==> src/rtl/angle_encode.sv <==
// rtl/angle_encode.sv - BCD keypad entry to binary angle register writer
module angle_encode #(
  parameter int MAX_ANGLE   = 180,
  parameter int RESET_ANGLE = 90
) (
  input  logic        clk,
  input  logic        rst_n,
  input  logic [3:0]  digit_in,
  input  logic        digit_stb,
  input  logic        commit,
  input  logic        clear,
  input  logic [3:0]  sel,
  output logic [7:0]  angle1,
  output logic [7:0]  angle2,
  output logic [7:0]  angle3,
  output logic [7:0]  angle4,
  output logic [11:0] entry_bcd,
  output logic        busy,
  output logic        done,
  output logic        err
);

  localparam logic [9:0] MAX_ACC = 10'(MAX_ANGLE);
  localparam logic [7:0] RST_ANG = 8'(RESET_ANGLE);

  typedef enum logic [2:0] {
    IDLE  = 3'd0,
    CONV0 = 3'd1,
    CONV1 = 3'd2,
    CONV2 = 3'd3,
    CHECK = 3'd4
  } state_t;

  state_t      state, state_n;
  logic [1:0]  cnt, cnt_n;
  logic [11:0] entry_n;
  logic [9:0]  acc, acc_n;
  logic [3:0]  target, target_n;
  logic        busy_n, done_n, err_n;
  logic        sel_onehot;
  logic [3:0]  mac_digit;
  logic [9:0]  mac_sum;
  logic [3:0]  wr_en;
  logic [7:0]  angle_q [4];

  // sel must name exactly one register before a commit is accepted
  always_comb begin
    sel_onehot = (sel != 4'd0) && ((sel & (sel - 4'd1)) == 4'd0);
  end

  // one MAC step per CONV state: hundreds, then tens, then units nibble
  always_comb begin
    case (state)
      CONV0:   mac_digit = entry_bcd[11:8];
      CONV1:   mac_digit = entry_bcd[7:4];
      default: mac_digit = entry_bcd[3:0];
    endcase
    mac_sum = (acc * 10'd10) + {6'd0, mac_digit};
  end

  // next-state, entry buffer and pulse outputs
  always_comb begin
    state_n  = state;
    cnt_n    = cnt;
    entry_n  = entry_bcd;
    acc_n    = acc;
    target_n = target;
    done_n   = 1'b0;
    err_n    = 1'b0;
    wr_en    = 4'd0;
    case (state)
      IDLE: begin
        if (clear) begin
          entry_n = 12'd0;
          cnt_n   = 2'd0;
        end else if (commit) begin
          if (cnt == 2'd0) begin
            // empty entry: nothing to convert, silently ignored
          end else if (!sel_onehot) begin
            err_n = 1'b1;
          end else begin
            target_n = sel;
            acc_n    = 10'd0;
            state_n  = CONV0;
          end
        end else if (digit_stb) begin
          if (digit_in > 4'd9 || cnt == 2'd3) begin
            err_n = 1'b1;
          end else begin
            entry_n = {entry_bcd[7:0], digit_in};
            cnt_n   = cnt + 2'd1;
          end
        end
      end
      CONV0: begin
        acc_n   = mac_sum;
        state_n = CONV1;
      end
      CONV1: begin
        acc_n   = mac_sum;
        state_n = CONV2;
      end
      CONV2: begin
        acc_n   = mac_sum;
        state_n = CHECK;
      end
      CHECK: begin
        if (acc > MAX_ACC) begin
          err_n = 1'b1;
        end else begin
          wr_en  = target;
          done_n = 1'b1;
        end
        entry_n = 12'd0;
        cnt_n   = 2'd0;
        state_n = IDLE;
      end
      default: begin
        state_n = IDLE;
      end
    endcase
    busy_n = (state_n != IDLE);
  end

  // control/state registers; reset aborts any conversion in flight
  always_ff @(posedge clk or negedge rst_n) begin
    if (!rst_n) begin
      state     <= IDLE;
      cnt       <= 2'd0;
      entry_bcd <= 12'd0;
      acc       <= 10'd0;
      target    <= 4'd0;
      busy      <= 1'b0;
      done      <= 1'b0;
      err       <= 1'b0;
    end else begin
      state     <= state_n;
      cnt       <= cnt_n;
      entry_bcd <= entry_n;
      acc       <= acc_n;
      target    <= target_n;
      busy      <= busy_n;
      done      <= done_n;
      err       <= err_n;
    end
  end

  // angle registers; wr_en is one-hot with bit 3 selecting angle1
  always_ff @(posedge clk or negedge rst_n) begin
    if (!rst_n) begin
      for (int i = 0; i < 4; i++) angle_q[i] <= RST_ANG;
    end else begin
      for (int i = 0; i < 4; i++) begin
        if (wr_en[3-i]) angle_q[i] <= acc[7:0];
      end
    end
  end

  assign angle1 = angle_q[0];
  assign angle2 = angle_q[1];
  assign angle3 = angle_q[2];
  assign angle4 = angle_q[3];

endmodule

==> config.mk <==
export PLATFORM = sky130hd
export DESIGN_NAME = angle_encode
export DESIGN_NICKNAME = d
export VERILOG_FILES = /design/src/rtl/angle_encode.sv
export SDC_FILE = /design/constraint.sdc
export NUM_CORES = 1
export LEC_CHECK = 0
export CORE_UTILIZATION = 31
export DETAILED_ROUTE_END_ITERATION = 10
export DONT_BUFFER_PORTS = 1
export GPL_TIMING_DRIVEN = 0
export PLACE_DENSITY_LB_ADDON = 0.2
export SYNTH_ARGS = -nofsm -noshare
export SYNTH_HDL_FRONTEND = slang
export SYNTH_SLANG_ARGS = --single-unit
==> constraint.sdc <==
create_clock -name clk -period 6.3 [get_ports clk]
set_clock_uncertainty 0.05 [all_clocks]
set_input_delay 0.945 -clock clk [delete_from_list [all_inputs] [get_ports clk]]
set_output_delay 0.945 -clock clk [all_outputs]
set_load 0.005 [all_outputs]
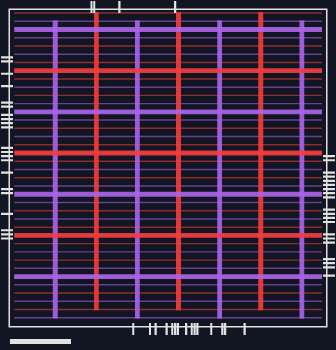
Figure 1: run 1, PDN straps and rails.
Bar = 20 um. Pins as bars on the die edge.
- purple: VSS
- red: VDD
- met4 straps: 7
- met5 straps: 7
- rows: 37
- met1 rails: 38
Horiz. Die Dim: 104.4 um
VDD IR max: 0.1946 mV
Core Area: 10230 sq um
Vert. Die Dim: 104.4 um

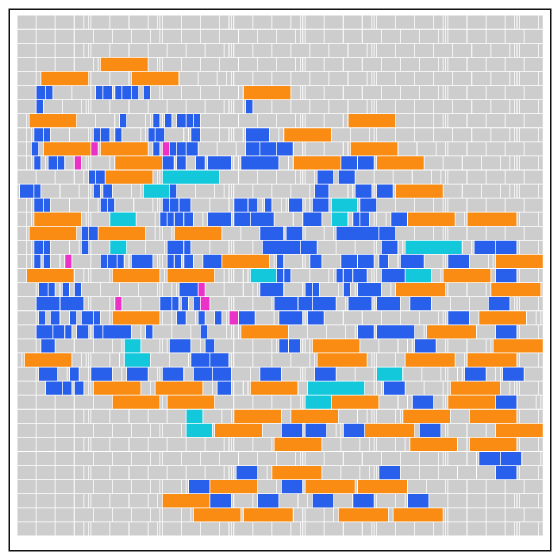
Figure 2: run 1, cell classes on the final placement.
Fill, decap, tap and diode cells in grey.
- magenta: other buffers and delay cells (cells 8; share of their area 0.93%)
- orange: flops (cells 66; share of their area 48%)
- cyan: clock drivers and dummy loads (cells 16; share of their area 7.1%)
- blue: all other logic (cells 207; share of their area 44%)
Row Count: 37
Finished Cell Area: 3667 sq um

==> impl_metrics.yaml, run 1 <==
# yosys + openroad results
layout:
  synthToLayoutAreaGrowth_pct: 12.90
  lay_top_count: "dfrtp_1"
  regArea_sq_um: 1672
  clockNetworkAreaShare: 0.06789
  reg_top3: "entry_bcd: 12 flops, acc: 10 flops"
  combGateArea_sq_um: 1514
logic_synthesis:
  synthArstFlopShare: 1.000
  yosys.area.top_type: "dfrtp_1"
  yosys_area_sq_um: 3248
  ys_cells: 281
  synth-edff-count: 0
worst_setup_path:
  critPathMaxFanout: 10
  worstSetupPathType: "register to register"
  end_kind: "register"
  crit_family: "AND-OR/OR-AND gates"
  startpoint_type: "register"
  slowest_delay_ns: 0.40
power_and_ir_drop:
  top_power_group: "combinational cells"
  swShare: 0.3848
  total_power_mw: 2.036
detailed_routing:
  first_iter_violations: 40
  routedWlPerCell_um: 16.15
  top_layer: "met4"
  viasPerCell: 4.896
  drt-total-wl_um: 6991
  wl_met2_um: 3216
outcome:
  status: "complete, no violations"
worst_hold_path:
  hp-class: "primary input to async pin"
job:
  drv_cap: 0
  warning_count: 27
die:
  taps: 136
global_routing:
  grt_start_max_net_pins: 67
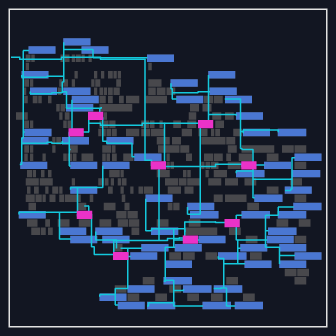
Figure 3: run 1, clock distribution.
- blue: flip-flops (count 66)
- cyan: clock wires (length 963 um)
- magenta: cells driving clock nets (count 9)
- routed clock nets: 10
Clock Power: 446 uW
clock network power share: 0.219
Latency at later pin: 0.35 ns

[run 1: cells by family after synthesis]
| group | after synthesis | share of synthesized area |
|---|---|---|
| adders and majority gates | 18 | 0.07396 |
| AOI/OAI and AO/OA | 56 | 0.1113 |
| DFF | 66 | 0.5146 |
| and+or+nand+nor | 74 | 0.1106 |
| muxes | 37 | 0.1283 |
| buffers and inverters | 16 | 0.01926 |
| xor gates and xnor gates | 14 | 0.04199 |
[run 1: worst paths after layout]
kind,from,to,slack (ns),cells past startpoint
setup reg to reg,state[2],acc[9],3.20,13
min in group clk,target[0],target[0],0.48,1
max in group asynchronous,rst_n,angle1[1],5.78,0
setup / recovery,state[2],acc[9],3.20,13
hold reg to reg,target[0],target[0],0.48,1
hold / removal,rst_n,busy,0.23,0
Figure 4. Metal layers overlaid (run 1).
Bar = 20 um. Only two layers are drawn.
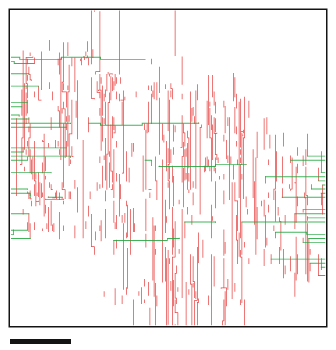

==> run 1 -> run 2 <==
==> constraint.sdc (replaced) <==
create_clock -name clk -period 2.68 [get_ports clk]
set_clock_uncertainty 0.05 [all_clocks]
set_input_delay 0.402 -clock clk [delete_from_list [all_inputs] [get_ports clk]]
set_output_delay 0.402 -clock clk [all_outputs]
set_load 0.005 [all_outputs]
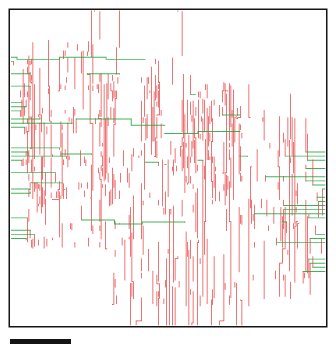
Figure 5: run 2, metal layers overlaid.
Bar = 20 um. Only two layers are drawn.
- green: met3 (wire length 507 um)
- red: met2 (wire length 3260 um)
routed length per instance: 16.02 um
GRT Overall Usage: 0.1436
vias: 2157
Routed Wire Length: 7081 um

==> impl_metrics.yaml, run 2 <==
# yosys + openroad results
outcome:
  status: "complete, no violations"
layout:
  combGateArea_sq_um: 1538
  clockNetworkAreaShare: 0.05358
  synthToLayoutAreaGrowth_pct: 15.76
  lay_top_count: "dfrtp_1"
job:
  warning_count: 27
worst_setup_path:
  slowest_delay_ns: 0.42
  end_kind: "register"
  startpoint: "acc[1]"
  startpoint_type: "register"
  critPathMaxFanout: 2
  worstRegToRegCells: 12
  r2r-start: "acc[1]"
die:
  taps: 136
  chipHeight_um: 104.4
  die_w_um: 104.4
worst_hold_path:
  hold_end: "entry_bcd[1]"
cts:
  clk_latency_ns: 0.35
detailed_routing:
  viasPerCell: 4.880
  first_iter_violations: 55
logic_synthesis:
  synth-simple-area-share: 0.1106
  synthTopLogicFamily: "multiplexers"
  synth-edff-count: 0
  ys_sh_aoi: 0.1113
  yosys.area.top_type: "dfrtp_1"
  ys_sh_xor: 0.04199
power_and_ir_drop:
  total_power_mw: 4.894
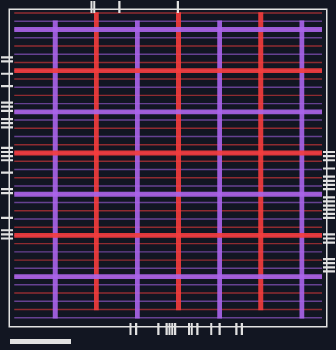
Figure 6: run 2, PDN straps and rails.
Bar = 20 um. Pins as bars on the die edge.
- purple: VSS
- red: VDD
- rows: 37
- met4 straps: 7
- met1 rails: 38
- met5 straps: 7
- signal pins: 60
VDD IR max: 0.4578 mV

[run 2: metrics by stage]
stage / hold WS (ns) / instance area (sq um) / TNS (ns)
final: 0.1328 / 3760 / 0
after global placement: 0.05792 / 3420 / -0.2868
after CTS: 0.1141 / 3760 / 0
after detailed placement: 0.05797 / 3420 / -0.2977
after global routing: 0.1257 / 3760 / 0
after floorplan: 0.05641 / 3249 / 0
[run 2: report_power, final]
part           switching, mW  leakage [nW]  internal [mW]
Combinational           1.09         0.802           1.13
Sequential             0.411         0.823           1.41
Clock                  0.418         0.100          0.437
[run 2: routing by layer]
layer / share of wire / track usage / vias up
met5: 0 / 0 / -
met4: 0.014 / 0.04694 / 0
met3: 0.071 / 0.05451 / 11
met2: 0.46 / 0.2214 / 63
met1: 0.45 / 0.1847 / 1049
li1: - / - / 1034
Power figures rest on the tool's default switching activity, not on a simulated workload.
